[config.mk]
export PLATFORM = sky130hd
export DESIGN_NAME = bit4_3_multiplier
export DESIGN_NICKNAME = d
export VERILOG_FILES = /design/src/rtl/bit4_3_multiplier_pkg.sv /design/src/rtl/bit4_3_multiplier_fa_cell.sv /design/src/rtl/bit4_3_multiplier.sv
export SDC_FILE = /design/constraint.sdc
export NUM_CORES = 1
export LEC_CHECK = 0
export CELL_PAD_IN_SITES_DETAIL_PLACEMENT = 1
export CELL_PAD_IN_SITES_GLOBAL_PLACEMENT = 1
export CORE_MARGIN = 2
export CORE_UTILIZATION = 25
export DETAILED_ROUTE_END_ITERATION = 12
export PLACE_DENSITY = 0.72
export SYNTH_ARGS = -nofsm -noshare
export SYNTH_HDL_FRONTEND = slang
export SYNTH_SLANG_ARGS = --single-unit
[constraint.sdc]
create_clock -name clk -period 6.7 [get_ports clk]
set_input_delay 2.01 -clock clk [delete_from_list [all_inputs] [get_ports clk]]
set_output_delay 2.01 -clock clk [all_outputs]
set_load 0.03 [all_outputs]
[src/rtl/bit4_3_multiplier_pkg.sv]
// Shared widths and legal LATENCY bounds for the 3x4 array multiplier.
package bit4_3_multiplier_pkg;
  localparam int A_W     = 3;
  localparam int B_W     = 4;
  localparam int P_W     = A_W + B_W;
  localparam int ROW_W   = A_W + 1;
  localparam int LAT_MIN = 1;
  localparam int LAT_MAX = 2;
endpackage

[src/rtl/bit4_3_multiplier_fa_cell.sv]
// One-bit full adder used at every position of the multiplier adder array.
module fa_cell (
  input  logic x,
  input  logic y,
  input  logic cin,
  output logic s,
  output logic cout
);
  assign s    = x ^ y ^ cin;
  assign cout = (x & y) | (cin & (x ^ y));
endmodule

[src/rtl/bit4_3_multiplier.sv]
// Registered 3x4 unsigned array multiplier, LATENCY 1 or 2 cycles.
// Define BIT4_3_MULTIPLIER_ZERO_FLAG_EN to add the registered c_zero output.
module bit4_3_multiplier
  import bit4_3_multiplier_pkg::*;
#(
  parameter int LATENCY = 1
) (
  input  logic clk,
  input  logic rst_n,
  input  logic a0,
  input  logic a1,
  input  logic a2,
  input  logic b0,
  input  logic b1,
  input  logic b2,
  input  logic b3,
  input  logic in_valid,
  output logic c0,
  output logic c1,
  output logic c2,
  output logic c3,
  output logic c4,
  output logic c5,
  output logic c6,
  output logic out_valid
`ifdef BIT4_3_MULTIPLIER_ZERO_FLAG_EN
  ,
  output logic c_zero
`endif
);

  logic [A_W-1:0]   a_vec;
  logic [B_W-1:0]   b_vec;
  logic [A_W-1:0]   pp     [B_W];
  // row[j] is the running sum of partial-product rows 0..j, weights j..j+A_W
  logic [ROW_W-1:0] row    [B_W];
  logic [A_W-1:0]   row_hi [1:B_W-1];
  logic [A_W-1:0]   pp_in  [1:B_W-1];
  logic [ROW_W-1:0] carry  [1:B_W-1];
  logic [1:0]       lo_bits;
  logic             v_last;
  logic [P_W-1:0]   product_next;
  logic [P_W-1:0]   c_reg;
  logic             out_valid_reg;

  assign a_vec = {a2, a1, a0};
  assign b_vec = {b3, b2, b1, b0};

  genvar gi, gj;
  generate
    for (gi = 0; gi < B_W; gi++) begin : g_pp
      assign pp[gi] = a_vec & {A_W{b_vec[gi]}};
    end

    assign row[0] = {1'b0, pp[0]};

    for (gi = 1; gi < B_W; gi++) begin : g_row
      assign carry[gi][0] = 1'b0;
      for (gj = 0; gj < A_W; gj++) begin : g_cell
        fa_cell u_fa (
          .x    (pp_in[gi][gj]),
          .y    (row_hi[gi][gj]),
          .cin  (carry[gi][gj]),
          .s    (row[gi][gj]),
          .cout (carry[gi][gj+1])
        );
      end
      assign row[gi][A_W] = carry[gi][A_W];
    end

    assign row_hi[1] = row[0][ROW_W-1:1];
    assign pp_in[1]  = pp[1];
    assign row_hi[3] = row[2][ROW_W-1:1];

    if (LATENCY >= LAT_MAX) begin : g_stage
      // Cut after the first adder row; remaining rows see only registered data.
      logic [A_W-1:0] row1_hi_reg;
      logic [1:0]     lo_reg;
      logic [A_W-1:0] pp2_reg;
      logic [A_W-1:0] pp3_reg;
      logic           v1_reg;

      always_ff @(posedge clk) begin
        if (!rst_n) begin
          row1_hi_reg <= '0;
          lo_reg      <= '0;
          pp2_reg     <= '0;
          pp3_reg     <= '0;
          v1_reg      <= 1'b0;
        end else begin
          v1_reg <= in_valid;
          if (in_valid) begin
            row1_hi_reg <= row[1][ROW_W-1:1];
            lo_reg      <= {row[1][0], row[0][0]};
            pp2_reg     <= pp[2];
            pp3_reg     <= pp[3];
          end
        end
      end

      assign row_hi[2] = row1_hi_reg;
      assign pp_in[2]  = pp2_reg;
      assign pp_in[3]  = pp3_reg;
      assign lo_bits   = lo_reg;
      assign v_last    = v1_reg;
    end else begin : g_no_stage
      assign row_hi[2] = row[1][ROW_W-1:1];
      assign pp_in[2]  = pp[2];
      assign pp_in[3]  = pp[3];
      assign lo_bits   = {row[1][0], row[0][0]};
      assign v_last    = in_valid;
    end
  endgenerate

  assign product_next = {row[B_W-1], row[2][0], lo_bits};

  // C only loads on a valid result, so it holds through idle cycles.
  always_ff @(posedge clk) begin
    if (!rst_n) begin
      c_reg         <= '0;
      out_valid_reg <= 1'b0;
    end else begin
      out_valid_reg <= v_last;
      if (v_last) c_reg <= product_next;
    end
  end

  assign {c6, c5, c4, c3, c2, c1, c0} = c_reg;
  assign out_valid = out_valid_reg;

`ifdef BIT4_3_MULTIPLIER_ZERO_FLAG_EN
  logic c_zero_reg;

  always_ff @(posedge clk) begin
    if (!rst_n) begin
      c_zero_reg <= 1'b1;
    end else if (v_last) begin
      c_zero_reg <= (product_next == '0);
    end
  end

  assign c_zero = c_zero_reg;
`endif

endmodule

==> GITHUB_STEP_SUMMARY <==
### Flow metrics

| Metric | Value |
|---|---|
| Hold Path Origin | c_reg[0]$_SDFFE_PN0P_ |
| Number of max-cap violations | 0 |
| PD cells | approximately 170 nW/um2 |
| IO Pins | 18 |
| Skew final | 0 ns |
| FP Rows | 16 |
| GRT met1 Usage | 14.1% |
| Max Transition Viols Final | 0 |
| Reg2reg path depth | 2 |
| Routed vias/inst | 4.05 |
| R2R Setup Slk | 6.09 ns |
| Top cell category | logic gates |
| CTS tree | built |
| Worst-Margin Slew | between 0.4 and 0.5 ns |
| Post-synth top cells | 8 x and2_1, 8 x dfxtp_1, 7 x inv_1 |
| Req. time, crit path | 6.83 ns |
| Global placer's final weighted congestion | 0.644 |
| Reg area | 160 um2 |
| Port bufs | 17 |
| Period utilisation layout | 79.5% |
| Comb pwr share | 31.9% |
| Non-clock buffer count | 17 |
| Slew headroom | between 70% and 80% |
| Adder Share, Synth | 28.2% |
| Seq/Total Area, Yosys | between 30% and 40% |
| Fmax | between 150 and 200 MHz |
| DR pass1 iterations | 2 |
| First-pass GRT wire length | 1960 um |
| Vias | a little under 400 |
| GR Util met2 | between 10% and 20% |
| OpenROAD warning count | 26 |
| Yosys Chip Area | around 530 um2 |
| Unrepaired setup endpoints after global routing | no |
| Status | complete, no violations |
| Root Buffer | clkbuf_4 |
| Top-area cell share | between 30 and 40% |
| # setup viols final | 0 |
| Post-synthesis cell count | 52 |
| Total power | roughly 0.13 mW |
| CP peak stage delay | 0.45 ns |
| And+or+nand+nor area frac | 23.3% |
| MI comb cells | 36 |
| Crit path depth | 15 |
| Combinational Power | 0.0416 mW |
| Critical path origin | a0 |
| Wirelength per Cell | about 11 um |
| Taps Inserted | 27 |
| FF-to-FF Start | c_reg[2]$_SDFFE_PN0P_ |
| Sw Ratio | between 20% and 30% |
| Post-Synth AOI/OAI Area | 0% |
| WL final | 1120 um |
| Crit-path slowest cell | clkdlybuf4s50_1 |
| Cts hold-fix bufs | 0 |
| DP HPWL | 973 um |
| NetSw | roughly 0.038 mW |
| Count of library flops with an enable pin | 0 |
| Reg clk slew, reported paths | 0.05 ns |
| Hold worst-path end | c_reg[0]$_SDFFE_PN0P_ |
| Logic share of the area | 44.7% |
| Layout non-clock buf frac | 22.8% |
| Die area | 2510 um2 |
| Share of cells above drive strength 1 | 5.63% |
| Clock Network Area Fraction | 3.02% |
| Placed cells | between 90 and 100 |
| Logic area | 334 um2 |
| Number of ordinary inverters in the final layout | 7 |
| CTS Buffer Depth | 2 |
| Clock power frac | 27.4% |
| Max reg flops | 7 |
| P_leak | 0.340 nW |
| Syn_area_per_cell | slightly above 10 um2 |
| Antenna Cells | 0 |
| Power Sequential | approximately 0.053 mW |
| Cell area after synthesis | 532 um2 |
| Area growth syn-to-layout | 40.5% |
| Power in the clock group | 0.0357 mW |
| GRT Total Usage | 10.2% |
| CP top delay family | adder cells |
| Largest power group | sequential cells |
| Ys flop type | dfxtp_1 |
| Wl on met1 | 543 um |
| Mux area share | 11.3% |
| Die X-Extent | 50.1 um |
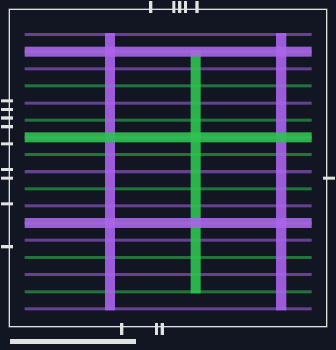
**Above:** floorplan with the power grid.
Scale bar: 20 um. Pins as bars on the die edge.
- VSS: purple
- VDD: green
- met1 rails: 17
- signal pins: 18
peak supply drop: 88.4 uV
die height: 50.1 um
Core Area: 1980 um2

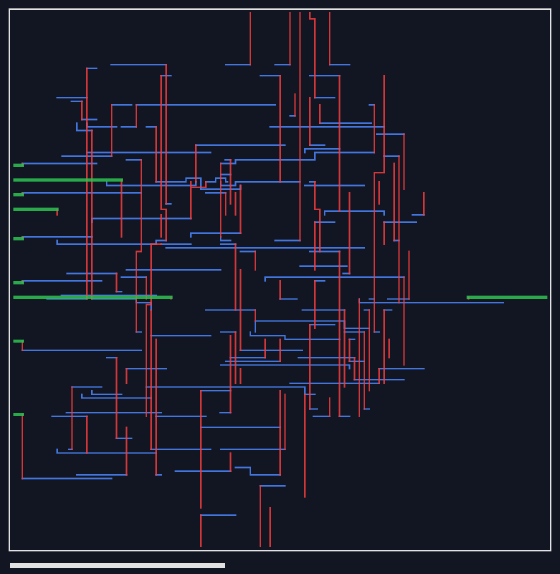
**Above:** signal wires by layer.
Scale bar: 20 um.
- met3: green (wire length 39.6 um)
- met2: red (wire length 534 um)
- met1: blue (wire length 543 um)

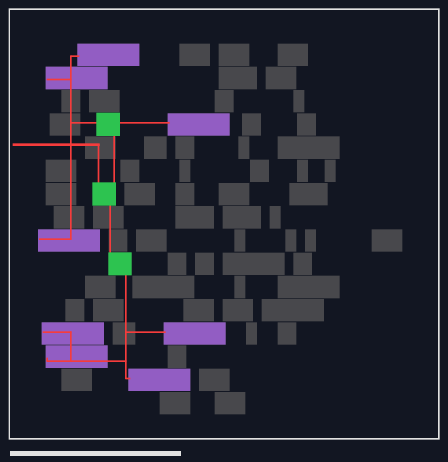
**Above:** clock network drawn from the DEF.
Scale bar: 20 um.
- flip-flops: purple (count 8)
- clock wires: red (length 108 um)
- cells driving clock nets: green (count 3)
- routed clock nets: 4

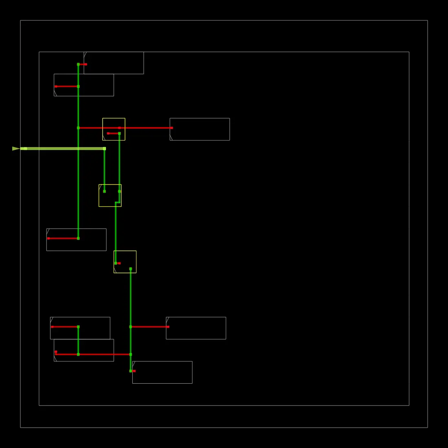
**Above:** clock routing.
CTS Buf Count: 3
clk_lat worst skew: 0.24 ns

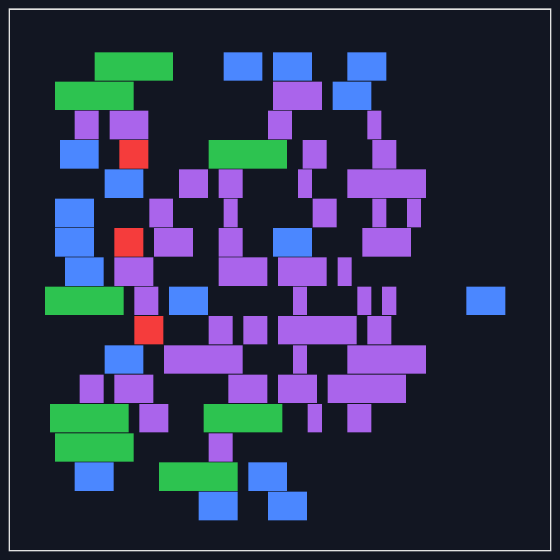
**Above:** cells colored by class.
- all other logic: purple (cells 43; share of their area 51%)
- flops: green (cells 8; share of their area 22%)
- other buffers and delay cells: blue (cells 17; share of their area 24%)
- cells driving clock nets: red (cells 3; share of their area 3.2%)
sequential share of cell area: 21.4%
final non-filler cell area: 747 um2

Power figures rest on the tool's default switching activity, not on a simulated workload.
